Run 1, I/O nets highlighted:
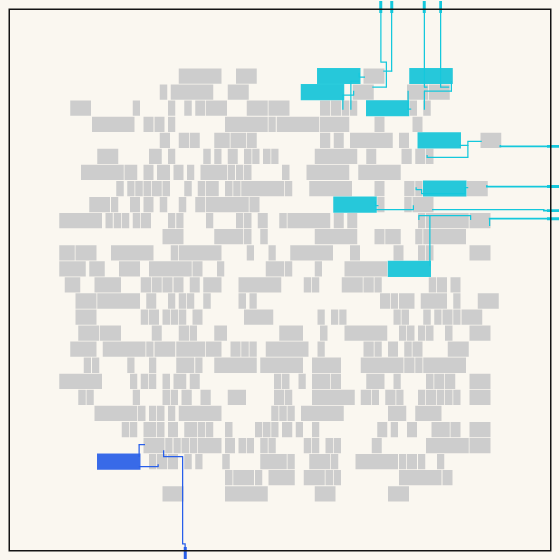
Run 1, cell density map:
9 x 9 tiles, from black (low) to pale yellow (high), 0 to 100% covered.
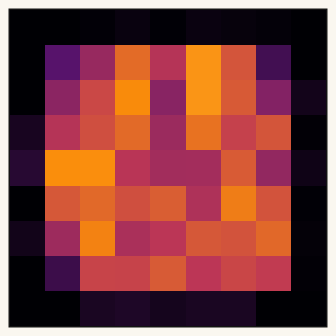
Run 1, metal 3:
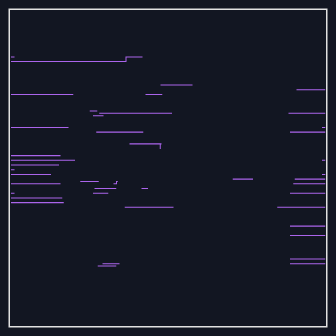
`config.mk`:
```
export PLATFORM = sky130hd
export DESIGN_NAME = blanket_gen
export DESIGN_NICKNAME = d
export VERILOG_FILES = /design/src/rtl/mbist_pkg.sv /design/src/rtl/mbist_delay_line.sv /design/src/rtl/blanket_gen.sv
export SDC_FILE = /design/constraint.sdc
export NUM_CORES = 1
export LEC_CHECK = 0
export ABC_AREA = 1
export CAP_MARGIN = 10
export CORE_MARGIN = 8
export CORE_UTILIZATION = 40
export CTS_CLUSTER_DIAMETER = 60
export DETAILED_ROUTE_END_ITERATION = 10
export GPL_TIMING_DRIVEN = 0
export PLACE_DENSITY_LB_ADDON = 0.1
export SLEW_MARGIN = 10
export SYNTH_ARGS = -nofsm -noshare
export SYNTH_HDL_FRONTEND = slang
export SYNTH_SLANG_ARGS = --single-unit
```
`constraint.sdc`:
```
create_clock -name clk -period 2.1 [get_ports clk]
set_input_delay 0.42 -clock clk [delete_from_list [all_inputs] [get_ports clk]]
set_output_delay 0.42 -clock clk [all_outputs]
set_load 0.05 [all_outputs]
```
`src/rtl/mbist_pkg.sv`:
```
// Shared types and helpers for the SRAM background generator/checker.
// Holds the FSM encoding, background-mode constants and the pattern function.
package mbist_pkg;

  typedef enum logic [2:0] {
    ST_IDLE  = 3'd0,
    ST_WRITE = 3'd1,
    ST_READ  = 3'd2,
    ST_DRAIN = 3'd3,
    ST_DONE  = 3'd4
  } state_t;

  localparam logic BG_SOLID   = 1'b0;
  localparam logic BG_CHECKER = 1'b1;

  // One bit of the background; callers replicate it across the word.
  function automatic logic exp_bit(input logic rev, input logic chk, input logic a0);
    return rev ^ ((chk == BG_CHECKER) & a0);
  endfunction

endpackage

```
`src/rtl/mbist_delay_line.sv`:
```
// Aligns {valid, addr, expected} of each issued read with the returning read data.
// RD_LAT stages deep; cleared by reset or by an aborted run.
module mbist_delay_line #(
  parameter int DATA_W = 4,
  parameter int ADDR_W = 8,
  parameter int RD_LAT = 1
) (
  input  logic              clk,
  input  logic              i_rst,
  input  logic              i_flush,
  input  logic              i_vld,
  input  logic [ADDR_W-1:0] i_addr,
  input  logic [DATA_W-1:0] i_exp,
  output logic              o_vld,
  output logic [ADDR_W-1:0] o_addr,
  output logic [DATA_W-1:0] o_exp
);

  logic              r_vld  [RD_LAT];
  logic [ADDR_W-1:0] r_addr [RD_LAT];
  logic [DATA_W-1:0] r_exp  [RD_LAT];

  always_ff @(posedge clk) begin
    if (i_rst || i_flush) begin
      for (int i = 0; i < RD_LAT; i++) begin
        r_vld[i]  <= 1'b0;
        r_addr[i] <= '0;
        r_exp[i]  <= '0;
      end
    end else begin
      r_vld[0]  <= i_vld;
      r_addr[0] <= i_addr;
      r_exp[0]  <= i_exp;
      for (int i = 1; i < RD_LAT; i++) begin
        r_vld[i]  <= r_vld[i-1];
        r_addr[i] <= r_addr[i-1];
        r_exp[i]  <= r_exp[i-1];
      end
    end
  end

  assign o_vld  = r_vld[RD_LAT-1];
  assign o_addr = r_addr[RD_LAT-1];
  assign o_exp  = r_exp[RD_LAT-1];

endmodule

```
`src/rtl/blanket_gen.sv`:
```
// MBIST background generator/checker: writes a solid or checkerboard background to
// every SRAM address, optionally reads it back and records mismatches.
//
//  state    | meaning
//  ---------+------------------------------------------------------------
//  ST_IDLE  | waiting for en_in; error registers hold last run's result
//  ST_WRITE | one write per cycle, addresses 0..max
//  ST_READ  | one read per cycle, addresses 0..max, compares in flight
//  ST_DRAIN | RD_LAT cycles without enables to retire the last compares
//  ST_DONE  | rst_done high until en_in drops
module blanket_gen
  import mbist_pkg::*;
#(
  parameter int DATA_W = 4,
  parameter int ADDR_W = 8,
  parameter int RD_LAT = 1,
  parameter int CNT_W  = 8
) (
  input  logic              clk,
  input  logic              rst,
  input  logic              en_in,
  input  logic              rev_in,
  input  logic              chk_in,
  input  logic              verify_in,
  input  logic [DATA_W-1:0] rd_dat_in,
  output logic [DATA_W-1:0] dat_out,
  output logic [ADDR_W-1:0] addr_out,
  output logic              w_en_out,
  output logic              r_en_out,
  output logic              busy_out,
  output logic              rst_done,
  output logic              err_out,
  output logic [ADDR_W-1:0] err_addr_out,
  output logic [CNT_W-1:0]  err_cnt_out
);

  state_t      r_state;
  logic        r_rev;
  logic        r_chk;
  logic        r_verify;
  logic [2:0]  r_drain_cnt;

  logic              w_busy_st;
  logic              w_abort;
  logic              w_start;
  logic              w_last;
  logic [ADDR_W-1:0] w_addr_nxt;
  logic [DATA_W-1:0] w_wr_first;
  logic [DATA_W-1:0] w_wr_nxt;
  logic [DATA_W-1:0] w_rd_exp;
  logic              w_dl_vld;
  logic [ADDR_W-1:0] w_dl_addr;
  logic [DATA_W-1:0] w_dl_exp;
  logic              w_mis;
  logic              w_cnt_max;

  assign w_busy_st  = (r_state == ST_WRITE) || (r_state == ST_READ) || (r_state == ST_DRAIN);
  assign w_abort    = w_busy_st && !en_in;
  assign w_start    = (r_state == ST_IDLE) && en_in;
  assign w_last     = (addr_out == {ADDR_W{1'b1}});
  assign w_addr_nxt = addr_out + ADDR_W'(1);
  assign w_wr_first = {DATA_W{exp_bit(rev_in, chk_in, 1'b0)}};
  assign w_wr_nxt   = {DATA_W{exp_bit(r_rev, r_chk, w_addr_nxt[0])}};
  assign w_rd_exp   = {DATA_W{exp_bit(r_rev, r_chk, addr_out[0])}};
  assign w_mis      = w_dl_vld && (rd_dat_in != w_dl_exp);
  assign w_cnt_max  = (err_cnt_out == {CNT_W{1'b1}});

  mbist_delay_line #(
    .DATA_W(DATA_W),
    .ADDR_W(ADDR_W),
    .RD_LAT(RD_LAT)
  ) u_dly (
    .clk     (clk),
    .i_rst   (rst),
    .i_flush (w_abort),
    .i_vld   (r_en_out),
    .i_addr  (addr_out),
    .i_exp   (w_rd_exp),
    .o_vld   (w_dl_vld),
    .o_addr  (w_dl_addr),
    .o_exp   (w_dl_exp)
  );

  always_ff @(posedge clk) begin
    if (rst) begin
      r_state      <= ST_IDLE;
      r_rev        <= 1'b0;
      r_chk        <= 1'b0;
      r_verify     <= 1'b0;
      r_drain_cnt  <= '0;
      dat_out      <= '0;
      addr_out     <= '0;
      w_en_out     <= 1'b0;
      r_en_out     <= 1'b0;
      busy_out     <= 1'b0;
      rst_done     <= 1'b0;
      err_out      <= 1'b0;
      err_addr_out <= '0;
      err_cnt_out  <= '0;
    end else begin
      if (w_abort) begin
        r_state  <= ST_IDLE;
        dat_out  <= '0;
        addr_out <= '0;
        w_en_out <= 1'b0;
        r_en_out <= 1'b0;
        busy_out <= 1'b0;
      end else begin
        case (r_state)
          ST_IDLE: begin
            if (en_in) begin
              r_state  <= ST_WRITE;
              r_rev    <= rev_in;
              r_chk    <= chk_in;
              r_verify <= verify_in;
              addr_out <= '0;
              dat_out  <= w_wr_first;
              w_en_out <= 1'b1;
              busy_out <= 1'b1;
            end
          end
          ST_WRITE: begin
            if (w_last) begin
              w_en_out <= 1'b0;
              dat_out  <= '0;
              addr_out <= '0;
              if (r_verify) begin
                r_state  <= ST_READ;
                r_en_out <= 1'b1;
              end else begin
                r_state  <= ST_DONE;
                busy_out <= 1'b0;
                rst_done <= 1'b1;
              end
            end else begin
              addr_out <= w_addr_nxt;
              dat_out  <= w_wr_nxt;
            end
          end
          ST_READ: begin
            if (w_last) begin
              r_state     <= ST_DRAIN;
              r_en_out    <= 1'b0;
              addr_out    <= '0;
              r_drain_cnt <= 3'(RD_LAT - 1);
            end else begin
              addr_out <= w_addr_nxt;
            end
          end
          ST_DRAIN: begin
            if (r_drain_cnt == 3'd0) begin
              r_state  <= ST_DONE;
              busy_out <= 1'b0;
              rst_done <= 1'b1;
            end else begin
              r_drain_cnt <= r_drain_cnt - 3'd1;
            end
          end
          ST_DONE: begin
            // en_in must drop before another run can start.
            if (!en_in) begin
              r_state  <= ST_IDLE;
              rst_done <= 1'b0;
            end
          end
          default: r_state <= ST_IDLE;
        endcase
      end

      if (w_start) begin
        err_out      <= 1'b0;
        err_addr_out <= '0;
        err_cnt_out  <= '0;
      end else if (w_mis && !w_abort) begin
        err_out <= 1'b1;
        if (!err_out) err_addr_out <= w_dl_addr;
        if (!w_cnt_max) err_cnt_out <= err_cnt_out + CNT_W'(1);
      end
    end
  end

endmodule

```
==> results.txt, run 1 <==
The flow run is done. After Yosys synthesis, full adders, half adders and majority gates account for 2.20% of the synthesized area. Internal power landed at 1.59 mW. The synthesized netlist devotes 1.92% of its cell area to XOR and XNOR gates. Wire length of the first global-routing pass landed at between 9000 and 10000 um.

All stages included, the depth of the critical timing path comes to 1. For the worst setup path, the data arrival time is between 1.5 and 2 ns. Count of flip-flops with a built-in enable after synthesis landed at 0. Clock network fraction of design power landed at a little over a fifth. Looking at the reg2reg group, the worst path starts from addr_out[0].

The routed wirelength on the met1 layer is recorded as between 2000 and 2500 um. Number of design-rule violations left by the first detailed-router iteration landed at between 60 and 70. Setup repair after global routing left no endpoint under its margin. Quantity of gates resized following cts landed at 0.

In this run the top signal layer used is met4. The share of total power dissipated in combinational logic is around two fifths. Final count of hold timing violations landed at 0. The largest share of the power goes to registers. The synthesized netlist has a Yosys-reported chip area of between 0.002 and 0.0025 mm2. Per the layout area report, the combinational gate area comes to approximately 0.0011 mm2. Number of cell instances on the worst register-to-register path landed at 8. Yosys printed 0 warnings. The CTS log lists the clock sinks for this run as 49. Per the synth stats, the proportion of register bits with asynchronous set or reset is 0%. Grouping stages by cell kind, the critical path spends the most delay in buffers and inverters. In this design, the stage delay of the slowest critical-path cell is ~0.84 ns. Once the clock tree was built, the setup fixing pass inserted 0 buffers.

Routed wire length landed at 5300 um. The path with the worst hold slack has its endpoint at u_dly.r_vld[0]. Maximum resistive drop on vdd landed at approximately 900 uV. By instance count after routing, the leading logic cell type is sky130_fd_sc_hd__nand2_1. Post-route fraction of the period consumed by the critical path landed at 95.8%.

Number of register bits inferred by synthesis landed at around 49. Routing usage on met3 landed at 4.69%. Count of hold buffers inserted by post-cts repair landed at 0.

Share of the core filled with cells in the final layout landed at a little over half. Cell area after placement landed at between 0.002 and 0.003 mm2. Initial antenna violation count landed at 0.

Die area landed at ~0.0084 mm2. Tracing the worst setup path back leads to its startpoint at addr_out[0]. The final max-slew violation count recorded for this run is 0. Width of the die landed at just over 90 um. In the synthesized netlist, the number of instances is 325. The smallest clock period supported by the final layout is computed as ~2 ns.

Remaining max-slew budget at the tightest pin landed at 65.8%. Post-route clock skew landed at roughly 0.005 ns. Tap cell count landed at slightly above 70. OpenSTA lists the critical path endpoint as addr_out[0].

At the worst endpoint, the required time is 1.68 ns. The worst hold path begins at r_en_out. The routed layout has around 2100 vias. Detailed-placement wirelength estimate landed at just under 4000 um. After detailed routing, the average wire length per cell comes to 11.9 um. STA classifies the critical path startpoint as a flip-flop. Flop count landed at 49. Dividing total power by cell area gives a power density of ~940 mW/mm2. In this run the critical register-to-register path is captured at busy_out. Hold is met by ~0.46 ns. Yosys reports the multiplexer fraction of the synthesized area as 0%.

Of the total power, registers draw 40.2%. Clock transition at the registers of the reported paths landed at ~0.10 ns. Transition time of the tightest slew-check pin landed at ~0.51 ns. Starting density of the core landed at slightly above 40%.

Ranked by total area, the top cell class in this layout is combinational gates. Fraction of area in registers landed at between 30% and 40%. The final design was reported to hold multi-input combinational gates totalling roughly 230. CTS built an H-tree with a depth of 2.

The number of global-route vias before repair is 2114. In the post-synthesis netlist, the biggest area contributors are sky130_fd_sc_hd__dfxtp_1 (43%), sky130_fd_sc_hd__nand2_1 (13%), sky130_fd_sc_hd__nand3_1 (7.9%), sky130_fd_sc_hd__nor2_1 (7.8%), sky130_fd_sc_hd__inv_1 (6.6%). At floorplan, the net count of the design was reported as around 340. Area of the mapped netlist landed at ~0.0023 mm2. Vertical die size landed at 91.4 um. Share of synthesized area occupied by flip-flops and latches landed at 43.1%. Per the detail_route report, DRC violations left total 0. The run finished with clean final reports. The switching component of the power was reported as ~1.1 mW. The design draws 2.72 mW. Per the post-run analysis, buffers plus inverters along the critical path come to 1.

Pin count of the biggest net entering global routing landed at 18. The report lists the cells along the critical path as clkdlybuf4s50_1. By count the netlist is led by sky130_fd_sc_hd__nand2_1 (77), sky130_fd_sc_hd__dfxtp_1 (49), sky130_fd_sc_hd__nor2_1 (47). Across every metal layer, demand over resource in global routing totals between 10% and 20%. After Yosys synthesis, and, or, nand and nor cells account for 34.2% of the synthesized area. Setup total negative slack on the finished layout was measured at 0 ns. The most frequently used library cell after synthesis is sky130_fd_sc_hd__nand2_1. Of the cells placed in the final design, the portion with a size suffix greater than 1 is under 10%. Global routing used roughly 22% of the available met2 tracks. STA classifies the critical path endpoint as an output pin. The share of synthesized area in the top cell type comes to 43.1%. Summing the areas of all compound-gate instances in the mapped netlist gives 9.57% of the synthesized area. In the post-route analysis, the smallest setup slack over all paths is approximately 0.088 ns. The clock network consumes a total of between 0.5 and 0.6 mW. According to the hold report, the worst path is of the flip-flop to flip-flop type. Power in sequential cells landed at about 1.1 mW.

TritonCTS built the clock tree. Per the synth stats, the flop cell with the highest instance count is sky130_fd_sc_hd__dfxtp_1. Fraction of power spent switching nets landed at 41.7%. Maximum buffer depth of the clock tree landed at 2.

On the critical path, the stage with the largest delay is an instance of sky130_fd_sc_hd__clkdlybuf4s50_1. Once detail routing completed, the nets flagged for antenna violations numbered 0. Layout overhead on the synthesized area landed at 26.9%. The placement summary gives the final routability congestion estimate as approximately 0.86. The CTS report gives the tree buffer count as 5. Count of nets after finishing landed at between 300 and 400. Counting distinct cell types in the post-synthesis netlist gives 27. Per the CTS log, the root buffer master is sky130_fd_sc_hd__clkbuf_8. Number of signal-net inverters in the final layout landed at around 44. The most common logic cells in the final layout are sky130_fd_sc_hd__nand2_1 (77), sky130_fd_sc_hd__dfxtp_1 (49), sky130_fd_sc_hd__nor2_1 (47), sky130_fd_sc_hd__inv_1 (40), sky130_fd_sc_hd__clkdlybuf4s50_1 (39). Of all the cell area in the finished design, the clock network holds ~3.2%. In this run the count of I/O pins placed on the die edge is about 43. Count of tool warnings landed at 26. Number of instances on the worst hold path landed at 2. The layout report lists the combined flip-flop and latch area as 981 um2. Max-cap violations in this run came to 0. The finished cells cover 0.00289 mm2. Later-pin clock latency in the skew report landed at about 0.31 ns. From the final report, the count of setup violators was given as 0. Of all cell types, the one taking the most synthesized area is sky130_fd_sc_hd__dfxtp_1. Core area landed at ~0.0055 mm2. Per the placement log, port buffering inserted 42 buffers.
-- 'I/O nets highlighted' (at the start) --
| port | colour | bits | direction | edge | end cells | buffers | wire |
|---|---|---|---|---|---|---|---|
| `rst_done` | blue | 1 | output | bottom | 1 | 1 | 26.7 um |
| `err_addr_out` | cyan | 8 | output | 4 right, 4 top | 8 | 8 | 181 um |

-- 'cell density map' (at the start) --
mean over tiles: 34%
nearly empty tiles: 25%
fullest tile: 77%
tiles over 75% full: 4.9%
densest ninth of the die: middle
emptiest ninth of the die: top left

-- 'metal 3' (at the start) --
longest straight run: 33.1 um
share of all routed wire: 7.5%
main direction: horizontal
wire length on this layer: 396 um
nets with wire on the layer: 40

==> run 2: changes to the inputs <==
--- a/config.mk
+++ b/config.mk
@@ -6,6 +6,7 @@
 export NUM_CORES = 1
 export LEC_CHECK = 0
 export ABC_AREA = 1
+export ABC_CLOCK_PERIOD_IN_PS = 2000
 export CAP_MARGIN = 10
 export CORE_MARGIN = 8
 export CORE_UTILIZATION = 40
==> constraint.sdc (replaced) <==
create_clock -name clk -period 2 [get_ports clk]
set_input_delay 0.4 -clock clk [delete_from_list [all_inputs] [get_ports clk]]
set_output_delay 0.4 -clock clk [all_outputs]
set_load 0.05 [all_outputs]
Run 2, I/O nets highlighted:
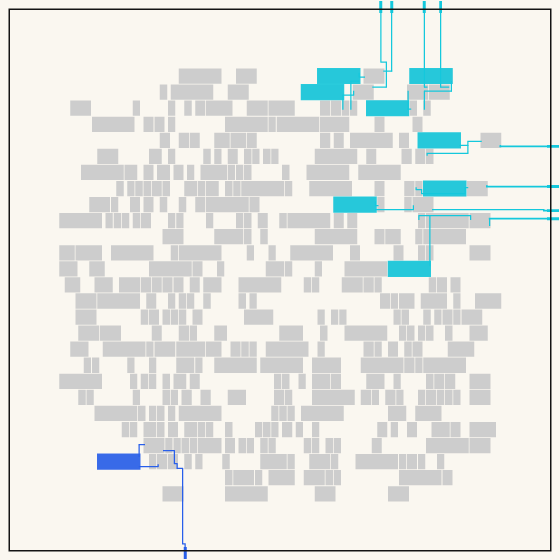
| port | colour | bits | direction | edge | end cells | buffers | wire |
|---|---|---|---|---|---|---|---|
| `err_addr_out` | cyan | 8 | output | 4 right, 4 top | 8 | 8 | 180 um |
| `rst_done` | blue | 1 | output | bottom | 1 | 1 | 26.7 um |

Run 2, cell density map:
9 x 9 tiles, from black (low) to pale yellow (high), 0 to 100% covered.
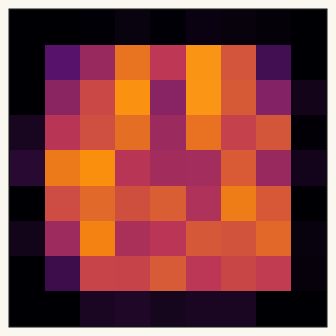
fullest tile: 77%
densest ninth of the die: middle
tiles over 75% full: 4.9%

==> run 2 against run 1 <==
Global-route usage did not move. Sequential power rose by 6%. Total power rose by 4.2%. Clock skew barely moved. Routed wire length fell by 0.25%. Via count rose by 0.47%. Critical endpoint is now err_cnt_out[1]. Largest cell class unchanged.
==> results.txt, run 2 <==
The flow run is done. Result of the run: complete, no violations (unchanged). Ordered list of cells on the worst path: clkdlybuf4s50_1 (unchanged). Initial antenna violation count landed at 0 (unchanged). The CTS buffer count came to 5 (unchanged). The class of the worst hold path is flip-flop to flip-flop (unchanged). The share of the core filled with cells in the final layout is 52.5% (was 52.4%). The maximum fanout encountered on the critical timing path was 5 (unchanged). The share of total power in sequential cells came to 40.4% (was 40.2%). Number of signal-net inverters in the final layout landed at 44 (unchanged).

The number of top-level design ports was 43 (unchanged). The number of cell instances on the worst register-to-register path came to 8 (unchanged). Starting density of the core landed at 41.3% (unchanged). The standard cell with the maximum stage delay on the critical path is sky130_fd_sc_hd__clkdlybuf4s50_1 (unchanged). The count of flip-flops with a built-in enable after synthesis is 0 (unchanged). Worst hold margin landed at 0.455 ns (about the same).

Clock transition at the registers of the reported paths landed at 0.10 ns (about the same). The total number of cells along the worst setup path is 1 (unchanged). The TritonCTS clock tree is yes (unchanged). The power density over the cells was 980 mW/mm2 (was 942 mW/mm2). The summed standard-cell area reported by yosys is 0.00228 mm2 (unchanged). The terminating pin of the worst hold path is u_dly.r_vld[0] (unchanged). Post-route clock skew landed at 0.00468 ns (was 0.00493 ns).

Area share of and-or/or-and cells after synthesis landed at 9.57% (unchanged). Share of final-layout standard cells stronger than drive strength 1 landed at 6.93% (was 6.67%). The number of cells in the yosys synthesis report was 325 (unchanged).

Area fraction in and, or, nand and nor cells landed at 34.2% (unchanged). The most used flip-flop cell was sky130_fd_sc_hd__dfxtp_1 (unchanged). The fraction of synthesis flops using an asynchronous set or reset pin was 0% (unchanged). Residual DRC count landed at 0 (unchanged). RSZ-0062 raised after global routing: false (unchanged).

Clock network fraction of design power landed at 22.0% (was 21.7%). Number of register bits inferred by synthesis landed at 49 (unchanged). The post-synthesis mux area share was 0% (unchanged). Top Layout Cells: sky130_fd_sc_hd__nand2_1 (77), sky130_fd_sc_hd__dfxtp_1 (49), sky130_fd_sc_hd__nor2_1 (46), sky130_fd_sc_hd__inv_1 (40), sky130_fd_sc_hd__nand3_1 (36) (was sky130_fd_sc_hd__nand2_1 (77), sky130_fd_sc_hd__dfxtp_1 (49), sky130_fd_sc_hd__nor2_1 (47), sky130_fd_sc_hd__inv_1 (40), sky130_fd_sc_hd__clkdlybuf4s50_1 (39)).

The power drawn by the clock network was 0.623 mW (was 0.592 mW). The global placer's final weighted congestion was 0.856 (unchanged). The pin count of the biggest net entering global routing is 18 (unchanged). Wire length of the first global-routing pass landed at 9410 um (unchanged). The area-dominant cell class after layout is combinational gates (unchanged).

The critical path endpoint was err_cnt_out[1] (was addr_out[0]). Quantity of gates resized following cts landed at 4 (was 0). Combined buffer and inverter count along the critical path landed at 1 (unchanged). Relative contribution of combinational cells to total power landed at 37.6% (was 38.1%). Remaining max-slew budget at the tightest pin landed at 66.0% (was 65.8%). Total setup buffers inserted after CTS landed at 0 (unchanged). Worst setup margin landed at 0.0496 ns (was 0.0879 ns). Detailed-placement wirelength estimate landed at 3960 um (unchanged). Total power consumption of the routed design landed at 2.84 mW (was 2.72 mW). Top cells by area, synth: sky130_fd_sc_hd__dfxtp_1 (43%), sky130_fd_sc_hd__nand2_1 (13%), sky130_fd_sc_hd__nand3_1 (7.9%), sky130_fd_sc_hd__nor2_1 (7.8%), sky130_fd_sc_hd__inv_1 (6.6%) (unchanged). The required time at the worst-slack endpoint was 1.60 ns (was 1.68 ns). The routed via count was 2128 (was 2118). The category of cells accounting for the largest share of critical-path delay is buffers and inverters (unchanged).

The number of design-rule violations left by the first detailed-router iteration came to 65 (was 62). The area of all sequential standard cells came to 981 um2 (unchanged). The later-pin clock latency in the skew report came to 0.31 ns (about the same). The transition time of the tightest slew-check pin came to 0.508 ns (was 0.513 ns).

Number of sinks handled by clock tree synthesis landed at 49 (unchanged). The highest clock rate this design can be run at is 513 MHz. The share of synthesized cell area in full adder, half adder and majority cells came to 2.20% (unchanged). Delay of the slowest critical-path stage landed at 0.83 ns (was 0.84 ns).

Final-report setup violation count landed at 0 (unchanged). The highest-power group is registers (unchanged). The count of input and output buffers is 42 (unchanged). Final count of hold timing violations landed at 0 (unchanged).

Switching power landed at 1.19 mW (was 1.13 mW). The tap cell count is 72 (unchanged). Area share of the largest cell type after synthesis landed at 43.1% (unchanged). The final-report max-slew violation count came to 0 (unchanged). The die area came to 0.00836 mm2 (unchanged). The share of synthesized area occupied by flip-flops and latches is 43.1% (unchanged). Area of the mapped netlist landed at 0.00228 mm2 (unchanged).

The area of the multi-input gates is 0.00109 mm2 (about the same). The highest routed metal layer is met4 (unchanged). Maximum resistive drop on vdd landed at 901 uV (was 896 uV). Number of instances on the worst hold path landed at 2 (unchanged).

Final critical path time including I/O delays and setup landed at 1.95 ns. The global router's overall resource usage is 13.4% (unchanged). The post-synthesis xor/xnor area fraction is 1.92% (unchanged). The count of nets after finishing is 388 (unchanged).

Count of hold buffers inserted by post-cts repair landed at 0 (unchanged). Setup slack after placement landed at -0.162 ns (was -0.0818 ns). The width of the die was 91.4 um (unchanged). Commonest cells in the netlist: sky130_fd_sc_hd__nand2_1 (77), sky130_fd_sc_hd__dfxtp_1 (49), sky130_fd_sc_hd__nor2_1 (47) (unchanged). The worst flop-to-flop path endpoint was busy_out (unchanged). The startpoint of the lowest-slack hold path is r_en_out (unchanged). Setup TNS landed at 0 ns (unchanged). Warning count from the yosys run landed at 0 (unchanged). The layout overhead on the synthesized area is 27.1% (was 26.9%). Number of instances in the synthesized netlist landed at 325 (unchanged).

The fraction of area in registers came to 33.9% (was 34.0%). The number of global-route vias before repair came to 2114 (unchanged). Critical path data arrival time landed at 1.55 ns (was 1.59 ns).

The layer with the highest usage is met2 (unchanged). Distinct cell type count after synthesis landed at 27 (unchanged). The kind of start point of the critical path was a flip-flop (unchanged). Relative area of clock buffers and inverters in the final design landed at 3.24% (was 3.25%).

Count of tool warnings landed at 26 (unchanged). The post-detailed-route wirelength per cell is 11.8 um (was 11.9 um). OpenROAD reports that the post-layout worst path occupies 97.5% of the period. The routing usage on met3 is 4.69% (unchanged).

The flop count was 49 (unchanged). The global routing usage on met2 is 22.0% (unchanged). The reg-to-reg critical path startpoint is addr_out[0] (unchanged). The root buffer cell was sky130_fd_sc_hd__clkbuf_8 (unchanged). Cell area after layout landed at 0.00289 mm2 (about the same). The remaining number of nets flagged by the antenna check after routing came to 0 (unchanged). The endpoint type of the worst setup path was an output pin (unchanged). The depth of the CTS H-tree was 2 (unchanged). The internal power came to 1.65 mW (was 1.59 mW). Multi-input combinational gate total landed at 226 (unchanged). Maximum buffer depth of the clock tree landed at 2 (unchanged).

The worst setup path startpoint was err_cnt_out[1] (was addr_out[0]). The vertical die size is 91.4 um (unchanged). Wire length on met1 landed at 2440 um (was 2450 um). The core area came to 0.00551 mm2 (unchanged). Net count after synthesis landed at 339 (unchanged). Power in sequential cells landed at 1.15 mW (was 1.09 mW). The most frequent logic cell in the layout was sky130_fd_sc_hd__nand2_1 (unchanged). The fraction of power spent switching nets came to 41.9% (was 41.7%). Max-cap violation count landed at 0 (unchanged). Cell area after placement landed at 0.00279 mm2 (unchanged).
Run 2, wiring heat map:
18 x 18 tiles, from black (low) to pale yellow (high), scaled to the fullest tile. Values are wire area over tile area, all layers added.
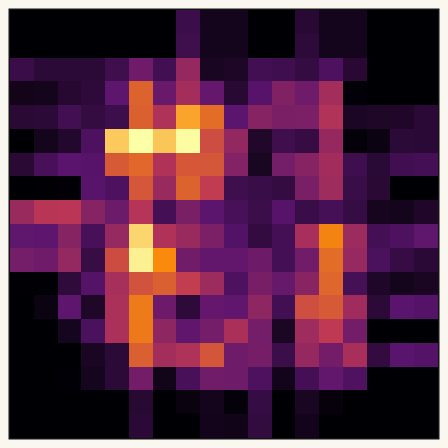
nearly empty tiles: 25%
tiles over half the peak: 10%
fullest tile: 0.48
emptiest ninth of the die: top right
mean over tiles: 0.10

==> run 3: changes to the inputs <==
--- a/config.mk
+++ b/config.mk
@@ -8,12 +8,15 @@
 export ABC_AREA = 1
 export ABC_CLOCK_PERIOD_IN_PS = 2000
 export CAP_MARGIN = 10
+export CELL_PAD_IN_SITES_DETAIL_PLACEMENT = 1
+export CELL_PAD_IN_SITES_GLOBAL_PLACEMENT = 2
 export CORE_MARGIN = 8
-export CORE_UTILIZATION = 40
+export CORE_UTILIZATION = 28
 export CTS_CLUSTER_DIAMETER = 60
 export DETAILED_ROUTE_END_ITERATION = 10
+export GPL_ROUTABILITY_DRIVEN = 0
 export GPL_TIMING_DRIVEN = 0
-export PLACE_DENSITY_LB_ADDON = 0.1
+export PLACE_DENSITY_LB_ADDON = 0.05
 export SLEW_MARGIN = 10
 export SYNTH_ARGS = -nofsm -noshare
 export SYNTH_HDL_FRONTEND = slang
Run 3, cell density map:
11 x 11 tiles, from black (low) to pale yellow (high), 0 to 100% covered.
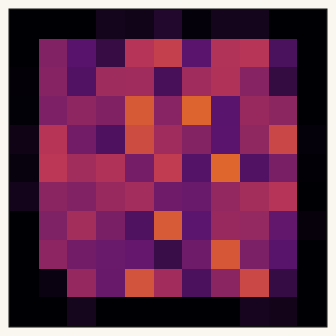
densest ninth of the die: middle
nearly empty tiles: 24%
fullest tile: 64%
area inside the core boundary: 0.00805 mm2
initial cell density of the core: 28.3%
utilization of the core after routing: 36.7%

Run 3, wiring heat map:
21 x 21 tiles, from black (low) to pale yellow (high), scaled to the fullest tile. Values are wire area over tile area, all layers added.
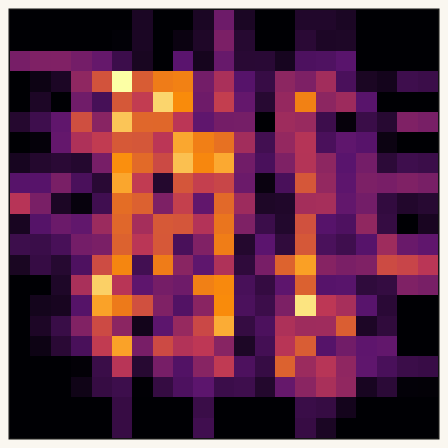
tiles over half the peak: 17%
densest ninth of the die: middle
nearly empty tiles: 22%
fullest tile: 0.35
mean over tiles: 0.088
vias after detailed routing: 2153
overall routed net length: 6430 um
wire length per cell: 13.4 um

==> run 3 against run 2 <==
Fmax up 0.20%. Total power rose by 1.3%. Routed wire length rose by 22%. Global-route usage fell by 1.3 points. Setup slack better by 0.0039 ns. Clock power about the same. Combinational power about the same. Synthesized cell count stayed put. Sequential share of layout area is 0.70 points lower. Count of clock-buffer cells in the layout unchanged. Final area up 2.1%.
==> results.txt, run 3 <==
The flow run is done. Result of the run: complete, no violations (unchanged). Remaining number of nets flagged by the antenna check after routing landed at 0 (unchanged). The number of cell instances on the worst register-to-register path was 9 (was 8). Top Layout Cells: sky130_fd_sc_hd__nand2_1 (76), sky130_fd_sc_hd__dfxtp_1 (49), sky130_fd_sc_hd__nor2_1 (46), sky130_fd_sc_hd__inv_1 (40), sky130_fd_sc_hd__nand3_1 (36) (was sky130_fd_sc_hd__nand2_1 (77), sky130_fd_sc_hd__dfxtp_1 (49), sky130_fd_sc_hd__nor2_1 (46), sky130_fd_sc_hd__inv_1 (40), sky130_fd_sc_hd__nand3_1 (36)). The area fraction in and, or, nand and nor cells was 34.2% (unchanged). The residual DRC count is 0 (unchanged). Distinct cell type count after synthesis landed at 27 (unchanged). The largest area contributor in the synthesized netlist is sky130_fd_sc_hd__dfxtp_1 (unchanged). Internal power landed at 1.64 mW (was 1.65 mW). The wire length of the first global-routing pass is 11200 um (was 9410 um).

The switching power came to 1.23 mW (was 1.19 mW). The highest routed metal layer was met4 (unchanged). The die area came to 0.0113 mm2 (was 0.00836 mm2). The kind of start point of the critical path is a flip-flop (unchanged). The layer with the highest usage was met2 (unchanged).

The fraction of area in registers was 33.2% (was 33.9%). The required time at the worst-slack endpoint is 1.60 ns (about the same). The final-report setup violation count came to 0 (unchanged). The fraction of power spent switching nets was 42.8% (was 41.9%).

Power in sequential cells landed at 1.15 mW (about the same). Power density over the cells landed at 972 mW/mm2 (was 980 mW/mm2). Area of the multi-input gates landed at 0.00111 mm2 (was 0.00109 mm2). Area of all sequential standard cells landed at 981 um2 (unchanged).

The standard cell with the maximum stage delay on the critical path is sky130_fd_sc_hd__clkdlybuf4s50_1 (unchanged). The total number of cells along the worst setup path was 1 (unchanged). Count of tool warnings landed at 26 (unchanged).

Later-pin clock latency in the skew report landed at 0.31 ns (about the same). Maximum fanout encountered on the critical timing path landed at 4 (was 5). Area share of the largest cell type after synthesis landed at 43.1% (unchanged). The global router's overall resource usage came to 12.0% (was 13.4%). The terminating pin of the worst hold path is err_addr_out[2] (was u_dly.r_vld[0]).

The most repeated cell in the gate-level netlist after synthesis is sky130_fd_sc_hd__nand2_1 (unchanged). Post-synthesis xor/xnor area fraction landed at 1.92% (unchanged). The width of the die is 106 um (was 91.4 um). Worst setup margin landed at 0.0535 ns (was 0.0496 ns). Share of synthesized area occupied by flip-flops and latches landed at 43.1% (unchanged). The total setup buffers inserted after CTS came to 0 (unchanged). The most used flip-flop cell was sky130_fd_sc_hd__dfxtp_1 (unchanged). Area of the mapped netlist landed at 0.00228 mm2 (unchanged). Share of final-layout standard cells stronger than drive strength 1 landed at 7.73% (was 6.93%). The fraction of synthesis flops using an asynchronous set or reset pin came to 0% (unchanged). The reg-to-reg critical path startpoint was addr_out[0] (unchanged).

The class of the worst hold path is flip-flop to flip-flop (unchanged). The combined buffer and inverter count along the critical path came to 1 (unchanged). Number of design-rule violations left by the first detailed-router iteration landed at 74 (was 65). Maximum resistive drop on vdd landed at 698 uV (was 901 uV). Layout overhead on the synthesized area landed at 29.8% (was 27.1%). The area-dominant cell class after layout is combinational gates (unchanged).

Worst hold margin landed at 0.467 ns (was 0.455 ns). Area share of and-or/or-and cells after synthesis landed at 9.57% (unchanged). Quantity of gates resized following cts landed at 7 (was 4). The most frequent logic cell in the layout is sky130_fd_sc_hd__nand2_1 (unchanged).

Vertical die size landed at 106 um (was 91.4 um). The startpoint of the lowest-slack hold path is err_addr_out[2] (was r_en_out). Commonest cells in the netlist: sky130_fd_sc_hd__nand2_1 (77), sky130_fd_sc_hd__dfxtp_1 (49), sky130_fd_sc_hd__nor2_1 (47) (unchanged). Power drawn by the clock network landed at 0.621 mW (was 0.623 mW). The highest attainable clock frequency was 514 MHz (was 513 MHz). Post-route clock skew landed at 0.00384 ns (was 0.00468 ns).

The worst setup path startpoint is addr_out[1] (was err_cnt_out[1]). Post-synthesis mux area share landed at 0% (unchanged). Count of nets after finishing landed at 388 (unchanged).

The critical path data arrival time came to 1.55 ns (about the same). Final-report max-slew violation count landed at 0 (unchanged). The detailed-placement wirelength estimate came to 4950 um (was 3960 um). The wire length on met1 came to 3150 um (was 2440 um). Post-route fraction of the period consumed by the critical path landed at 97.3% (was 97.5%). The number of sinks handled by clock tree synthesis came to 49 (unchanged). Initial antenna violation count landed at 0 (unchanged). Delay of the slowest critical-path stage landed at 0.83 ns (about the same). Ordered list of cells on the worst path: clkdlybuf4s50_1 (unchanged). RSZ-0062 raised after global routing: false (unchanged).

The number of top-level design ports is 43 (unchanged). The final critical path time including I/O delays and setup was 1.95 ns (about the same). Count of hold buffers inserted by post-cts repair landed at 0 (unchanged). The number of cells in the yosys synthesis report was 325 (unchanged). Setup slack after placement landed at -0.218 ns (was -0.162 ns).

The critical path endpoint is addr_out[1] (was err_cnt_out[1]). The worst flop-to-flop path endpoint was r_drain_cnt[0] (was busy_out). Global routing usage on met2 landed at 20.1% (was 22.0%). The count of flip-flops with a built-in enable after synthesis came to 0 (unchanged). The highest-power group is registers (unchanged).

Final count of hold timing violations landed at 0 (unchanged). The tap cell count came to 105 (was 72). Clock network fraction of design power landed at 21.6% (was 22.0%). Setup TNS landed at 0 ns (unchanged). Summed standard-cell area reported by yosys landed at 0.00228 mm2 (unchanged).
Run 3, placed standard cells:
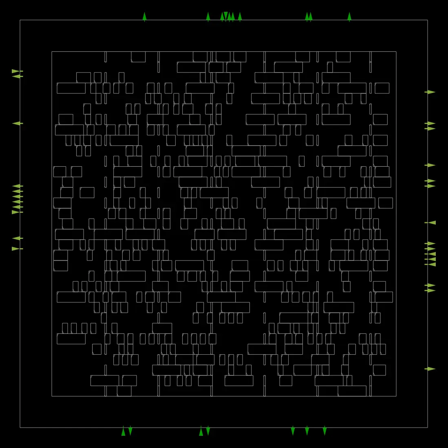
number of cell rows: 33
filler-free cell count of the finished design: 480
number of sequential cells: 49
number of inserted filler cells in the final layout: 1046

No activity file was given, so power comes from the tool's default toggle rates.
